===== config.mk =====
export PLATFORM = sky130hd
export DESIGN_NAME = uart_rx_cfg
export DESIGN_NICKNAME = d
export VERILOG_FILES = /design/src/rtl/uart_rx_cfg.sv
export SDC_FILE = /design/constraint.sdc
export NUM_CORES = 1
export LEC_CHECK = 0
export ABC_CLOCK_PERIOD_IN_PS = 2810
export CAP_MARGIN = 20
export CORE_ASPECT_RATIO = 0.75
export CORE_UTILIZATION = 59
export CTS_CLUSTER_SIZE = 40
export DETAILED_ROUTE_END_ITERATION = 16
export GPL_TIMING_DRIVEN = 0
export PLACE_DENSITY_LB_ADDON = 0.25
export SKIP_LAST_GASP = 1
export SLEW_MARGIN = 10
export SYNTH_ARGS = -nofsm -noshare
export SYNTH_HDL_FRONTEND = slang
export SYNTH_SLANG_ARGS = --single-unit
export TNS_END_PERCENT = 5

===== constraint.sdc =====
create_clock -name clk -period 2.81 [get_ports clk]
set_input_delay 0.281 -clock clk [delete_from_list [all_inputs] [get_ports clk]]
set_output_delay 0.281 -clock clk [all_outputs]
set_load 0.01 [all_outputs]

===== src/rtl/uart_rx_cfg.sv =====
// Configurable UART receiver: DATA_BITS/OVERSAMPLE at build time, parity and stop bits at runtime.
// Define UART_RX_BREAK_DET_EN to add the break_det output.
module uart_rx_cfg #(
  parameter int unsigned DATA_BITS   = 8,
  parameter int unsigned OVERSAMPLE  = 16,
  parameter int unsigned SYNC_STAGES = 2
) (
  input  logic                 clk,
  input  logic                 areset_n,
  input  logic                 soft_rst,
  input  logic                 rx_en,
  input  logic                 baud_tick,
  input  logic                 rx,
  input  logic                 parity_en,
  input  logic                 parity_odd,
  input  logic                 two_stop,
  output logic [DATA_BITS-1:0] data_out,
  output logic                 data_valid,
  output logic                 frame_err,
  output logic                 parity_err,
  output logic                 busy,
  output logic                 baud_en
`ifdef UART_RX_BREAK_DET_EN
  ,
  output logic                 break_det
`endif
);

  localparam int unsigned TW = $clog2(OVERSAMPLE);
  localparam int unsigned BW = $clog2(DATA_BITS + 1);
  localparam logic [TW-1:0] TICK_MID = TW'(OVERSAMPLE / 2 - 1);
  localparam logic [TW-1:0] TICK_END = TW'(OVERSAMPLE - 1);
  localparam logic [BW-1:0] BIT_LAST = BW'(DATA_BITS - 1);

  typedef enum logic [2:0] {StIdle, StStart, StData, StParity, StStop1, StStop2} state_e;

  state_e                 state_q, state_d;
  logic [SYNC_STAGES-1:0] sync_q, sync_d;
  logic                   rx_prev_q, rx_prev_d;
  logic [TW-1:0]          tick_q, tick_d;
  logic [BW-1:0]          bit_q, bit_d;
  logic [DATA_BITS-1:0]   shift_q, shift_d;
  logic [DATA_BITS-1:0]   dout_q, dout_d;
  logic                   valid_q, valid_d;
  logic                   ferr_q, ferr_d;
  logic                   perr_q, perr_d;
  logic                   perr_acc_q, perr_acc_d;
  logic                   cfg_par_q, cfg_par_d;
  logic                   cfg_odd_q, cfg_odd_d;
  logic                   cfg_two_q, cfg_two_d;
`ifdef UART_RX_BREAK_DET_EN
  logic                   par_bit_q, par_bit_d;
  logic                   brk_q, brk_d;
`endif

  logic rx_s, rx_fall, at_mid, at_end;

  assign rx_s    = sync_q[SYNC_STAGES-1];
  assign rx_fall = rx_prev_q & ~rx_s;
  assign at_mid  = baud_tick && (tick_q == TICK_MID);
  assign at_end  = baud_tick && (tick_q == TICK_END);

  always_comb begin
    state_d    = state_q;
    sync_d     = {sync_q[SYNC_STAGES-2:0], rx};
    rx_prev_d  = rx_s;
    tick_d     = tick_q;
    bit_d      = bit_q;
    shift_d    = shift_q;
    dout_d     = dout_q;
    valid_d    = 1'b0;
    ferr_d     = 1'b0;
    perr_d     = 1'b0;
    perr_acc_d = perr_acc_q;
    cfg_par_d  = cfg_par_q;
    cfg_odd_d  = cfg_odd_q;
    cfg_two_d  = cfg_two_q;
`ifdef UART_RX_BREAK_DET_EN
    par_bit_d  = par_bit_q;
    brk_d      = 1'b0;
`endif

    if (state_q != StIdle && baud_tick) tick_d = tick_q + 1'b1;

    case (state_q)
      StIdle: begin
        // A tick coinciding with the start edge is deliberately not counted.
        if (rx_fall && rx_en) begin
          state_d    = StStart;
          tick_d     = '0;
          bit_d      = '0;
          perr_acc_d = 1'b0;
          cfg_par_d  = parity_en;
          cfg_odd_d  = parity_odd;
          cfg_two_d  = two_stop;
`ifdef UART_RX_BREAK_DET_EN
          par_bit_d  = 1'b0;
`endif
        end
      end
      StStart: begin
        if (at_mid) begin
          tick_d  = '0;
          state_d = rx_s ? StIdle : StData;
        end
      end
      StData: begin
        if (at_end) begin
          tick_d  = '0;
          shift_d = {rx_s, shift_q[DATA_BITS-1:1]};
          bit_d   = bit_q + 1'b1;
          if (bit_q == BIT_LAST) state_d = cfg_par_q ? StParity : StStop1;
        end
      end
      StParity: begin
        if (at_end) begin
          tick_d     = '0;
          perr_acc_d = (^shift_q) ^ rx_s ^ cfg_odd_q;
          state_d    = StStop1;
`ifdef UART_RX_BREAK_DET_EN
          par_bit_d  = rx_s;
`endif
        end
      end
      StStop1: begin
        if (at_end) begin
          tick_d = '0;
          if (rx_s && cfg_two_q) begin
            state_d = StStop2;
          end else begin
            state_d = StIdle;
            valid_d = 1'b1;
            dout_d  = shift_q;
            perr_d  = perr_acc_q;
            ferr_d  = ~rx_s;
`ifdef UART_RX_BREAK_DET_EN
            brk_d   = ~rx_s && (shift_q == '0) && !par_bit_q;
`endif
          end
        end
      end
      StStop2: begin
        if (at_end) begin
          tick_d  = '0;
          state_d = StIdle;
          valid_d = 1'b1;
          dout_d  = shift_q;
          perr_d  = perr_acc_q;
          ferr_d  = ~rx_s;
        end
      end
      default: state_d = StIdle;
    endcase

    if (soft_rst) begin
      state_d    = StIdle;
      sync_d     = '1;
      rx_prev_d  = 1'b1;
      tick_d     = '0;
      bit_d      = '0;
      shift_d    = '0;
      dout_d     = '0;
      valid_d    = 1'b0;
      ferr_d     = 1'b0;
      perr_d     = 1'b0;
      perr_acc_d = 1'b0;
      cfg_par_d  = 1'b0;
      cfg_odd_d  = 1'b0;
      cfg_two_d  = 1'b0;
`ifdef UART_RX_BREAK_DET_EN
      par_bit_d  = 1'b0;
      brk_d      = 1'b0;
`endif
    end
  end

  always_ff @(posedge clk or negedge areset_n) begin
    if (!areset_n) begin
      state_q    <= StIdle;
      sync_q     <= '1;
      rx_prev_q  <= 1'b1;
      tick_q     <= '0;
      bit_q      <= '0;
      shift_q    <= '0;
      dout_q     <= '0;
      valid_q    <= 1'b0;
      ferr_q     <= 1'b0;
      perr_q     <= 1'b0;
      perr_acc_q <= 1'b0;
      cfg_par_q  <= 1'b0;
      cfg_odd_q  <= 1'b0;
      cfg_two_q  <= 1'b0;
    end else begin
      state_q    <= state_d;
      sync_q     <= sync_d;
      rx_prev_q  <= rx_prev_d;
      tick_q     <= tick_d;
      bit_q      <= bit_d;
      shift_q    <= shift_d;
      dout_q     <= dout_d;
      valid_q    <= valid_d;
      ferr_q     <= ferr_d;
      perr_q     <= perr_d;
      perr_acc_q <= perr_acc_d;
      cfg_par_q  <= cfg_par_d;
      cfg_odd_q  <= cfg_odd_d;
      cfg_two_q  <= cfg_two_d;
    end
  end

`ifdef UART_RX_BREAK_DET_EN
  always_ff @(posedge clk or negedge areset_n) begin
    if (!areset_n) begin
      par_bit_q <= 1'b0;
      brk_q     <= 1'b0;
    end else begin
      par_bit_q <= par_bit_d;
      brk_q     <= brk_d;
    end
  end

  assign break_det = brk_q;
`endif

  assign data_out   = dout_q;
  assign data_valid = valid_q;
  assign frame_err  = ferr_q;
  assign parity_err = perr_q;
  assign busy       = (state_q != StIdle);
  assign baud_en    = busy;

endmodule


**Routing congestion map**

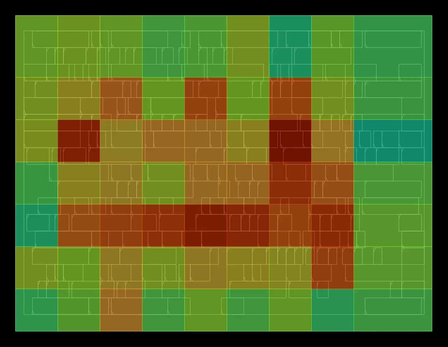
GRT Util Overall: 28.8%
DR WL/cell: 16.5 µm

**Selected gate families**

Drawn at 6 px/µm.
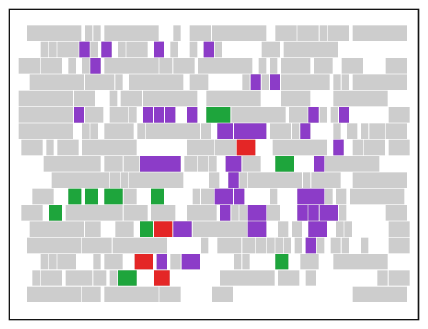
[and/or cells] green | cells: 10 | most used: or2_2
[aoi and oai cells] purple | cells: 36 | most used: a21oi_1
[non-inverting ao/oa cells] red | cells: 4 | most used: a31o_2
Commonest Layout Cell: dfrtp_1
Comb/total area: 40.1%
Layout Cells excl Fill: 264

**Placement by cell class**

Drawn at 6 px/µm. Fill, decap, tap and diode cells in grey.
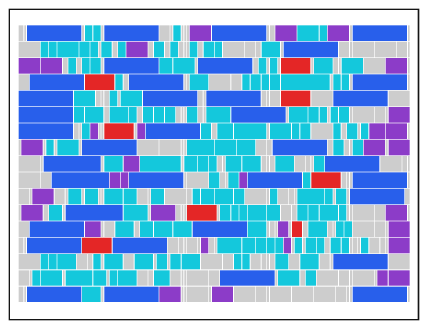
[clock drivers and dummy loads] red | cells: 8 | share of their area: 4.5%
[remaining buffers and delay cells] purple | cells: 33 | share of their area: 12%
[registers] blue | cells: 37 | share of their area: 42%
[remaining logic cells] cyan | cells: 148 | share of their area: 42%

**The metal 3 layer**

Drawn at 6 px/µm.
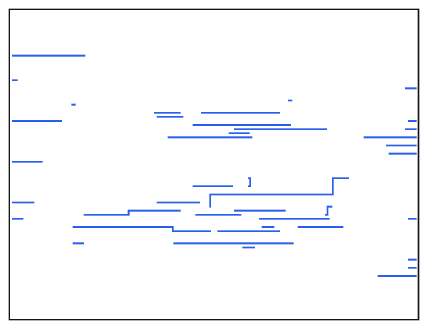
wire length on this layer: 287 µm
main direction: horizontal
share of all routed wire: 6.6%
longest straight run: 20.5 µm
Post-Route WL: 4350 µm
Vias: 1565

**Cell sizes after repair**

Drawn at 6 px/µm.
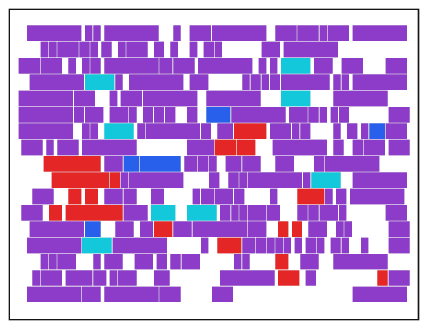
[x1 and smaller] purple | cells: 195 | share: 86% | most used: dfrtp_1
[x6 and larger] cyan | cells: 8 | share: 3.5% | most used: clkbuf_8
[x3 and x4] blue | cells: 5 | share: 2.2% | most used: buf_4
[x2] red | cells: 18 | share: 8.0% | most used: or2_2

==> run notes <==
yosys + openroad results -> setup tns final=0 ns, routability cong.=a little under 0.9, maximum VDD drop=0.433 mV, asr flop ratio synth=100%, first-pass GRT wire length=around 7000 µm, max incr delay on CP=about 0.47 ns, # setup viols final=0, Startpoint Class=register, Setup crit end kind=primary output, status=finished clean, tool warnings=26, Inserted Clock Buffers=5, r2r setup slk=~0.87 ns, syn_nets=approximately 210, FP Rows=17, final hold slack=roughly 0.075 ns, Detail Placement HPWL=just over 3000 µm, iteration count of the initial detailed-routing pass=5, CP delay by family, top=buffers and inverters, Reg clk slew, reported paths=roughly 0.070 ns, Synthesis Warnings=0, max_slew headroom=a little under half, WP buf/inv=4, Yosys Instances=~200
## layer usage
metal | global-route usage, % | wire length (µm)
met1 | 40.0 | 2010
met2 | 41.7 | 1990
met3 | 8.04 | 287
met4 | 12.5 | 65
met5 | 0 | 0
## report_power, final
group	switching, µW	internal [µW]
sequential	2.73	537
combinational	37.5	22.5
clock	190	222
total	231	781
## cell usage after synthesis, types with 5 or more instances
library cell,instances,area share [%]
inv_1,5,0.97
xnor2_1,8,3.6
o21ai_0,7,1.8
clkbuf_1,6,1.2
nor2_1,20,3.9
mux2i_1,9,4.7
a21oi_1,17,4.4
nand3_1,7,1.8
dfrtp_1,34,44
nand2_1,27,5.3
## layout make-up
class,count,area share (%)
flip-flops and latches,37,40.7
multi-input cells,143,40.1
repair buffers,21,8.98
clock buffers,7,4.22
plain buffers,12,2.90
well taps,38,2.08
inverters,5,0.821
clock inverters,1,0.219
## worst max path at each step
stage	slack, ns	endpoint	depth (start not counted)
6_report	0.33	busy	5
2_1_floorplan	1.04	state_q[1]$_DFFE_PN0P_	5
4_1_cts	0.11	busy	5
3_5_place_dp	0.43	busy	5
5_1_grt	0.22	busy	5
3_3_place_gp	0.54	busy	5
## timing repair
| item | 4_1_cts | 5_1_grt |
|---|---|---|
| endpoints found under the setup margin | 0 | 1 |
| setup buffers | 0 | 0 |
| resized | 0 | 1 |
## per-stage QoR
| stage | utilization [%] | cell area [µm²] | setup slack (ns) |
|---|---|---|---|
| global placement | 72.3 | 2180 | 0.536 |
| finish | 75.6 | 2280 | 0.333 |
| CTS | 75.5 | 2280 | 0.107 |
| floorplan | - | 1930 | 1.04 |
| global route | 75.6 | 2280 | 0.221 |
| detailed placement | 72.1 | 2180 | 0.432 |
## worst reg2reg max path, delay by kind of cell (launching register included)
family / cells / cell delay (ns)
and+or+nand+nor: 1 / 0.22
muxes: 1 / 0.39
DFF: 1 / 0.41
adders and majority gates: 1 / 0.25
AOI/OAI and AO/OA: 2 / 0.55
## kinds of logic (layout without fill, tap and decap cells)
kind of cell / after synthesis / count (layout) / share of synthesized area [%]
compound gates: 40 / 40 / 14.4
xor+xnor: 12 / 12 / 6.17
fa+ha+maj: 2 / 2 / 1.30
buf+inv: 17 / 46 / 4.42
flops: 37 / 37 / 48.3
mux: 10 / 10 / 5.26
simple gates: 79 / 79 / 20.2
## cells in the final DEF, fill, tap and decap left out, types with 2 or more instances in the layout
cell type,n
a21oi_1,17
a31o_2,2
and3b_1,2
buf_2,3
buf_4,3
clkbuf_1,6
clkbuf_8,7
clkdlybuf4s50_1,20
dfrtp_1,34
dfstp_2,3
ha_1,2
inv_1,5
mux2i_1,9
nand2_1,27
nand2b_1,2
nand3_1,7
nand4_1,4
nor2_1,20
nor3_1,3
nor3_2,2
o21ai_0,7
o221ai_1,2
o32ai_1,2
or2_2,4
xnor2_1,8
xor2_1,3
## sequential cells by signal (all words and copies together), names as in the netlist
name,cells
rx_prev_q,1
tick_q,4
state_q,3
cfg_two_q,1
cfg_odd_q,1
data_valid,1
shift_q,8
data_out,8
bit_q,4
cfg_par_q,1
frame_err,1
sync_q,2
parity_err,1
perr_acc_q,1
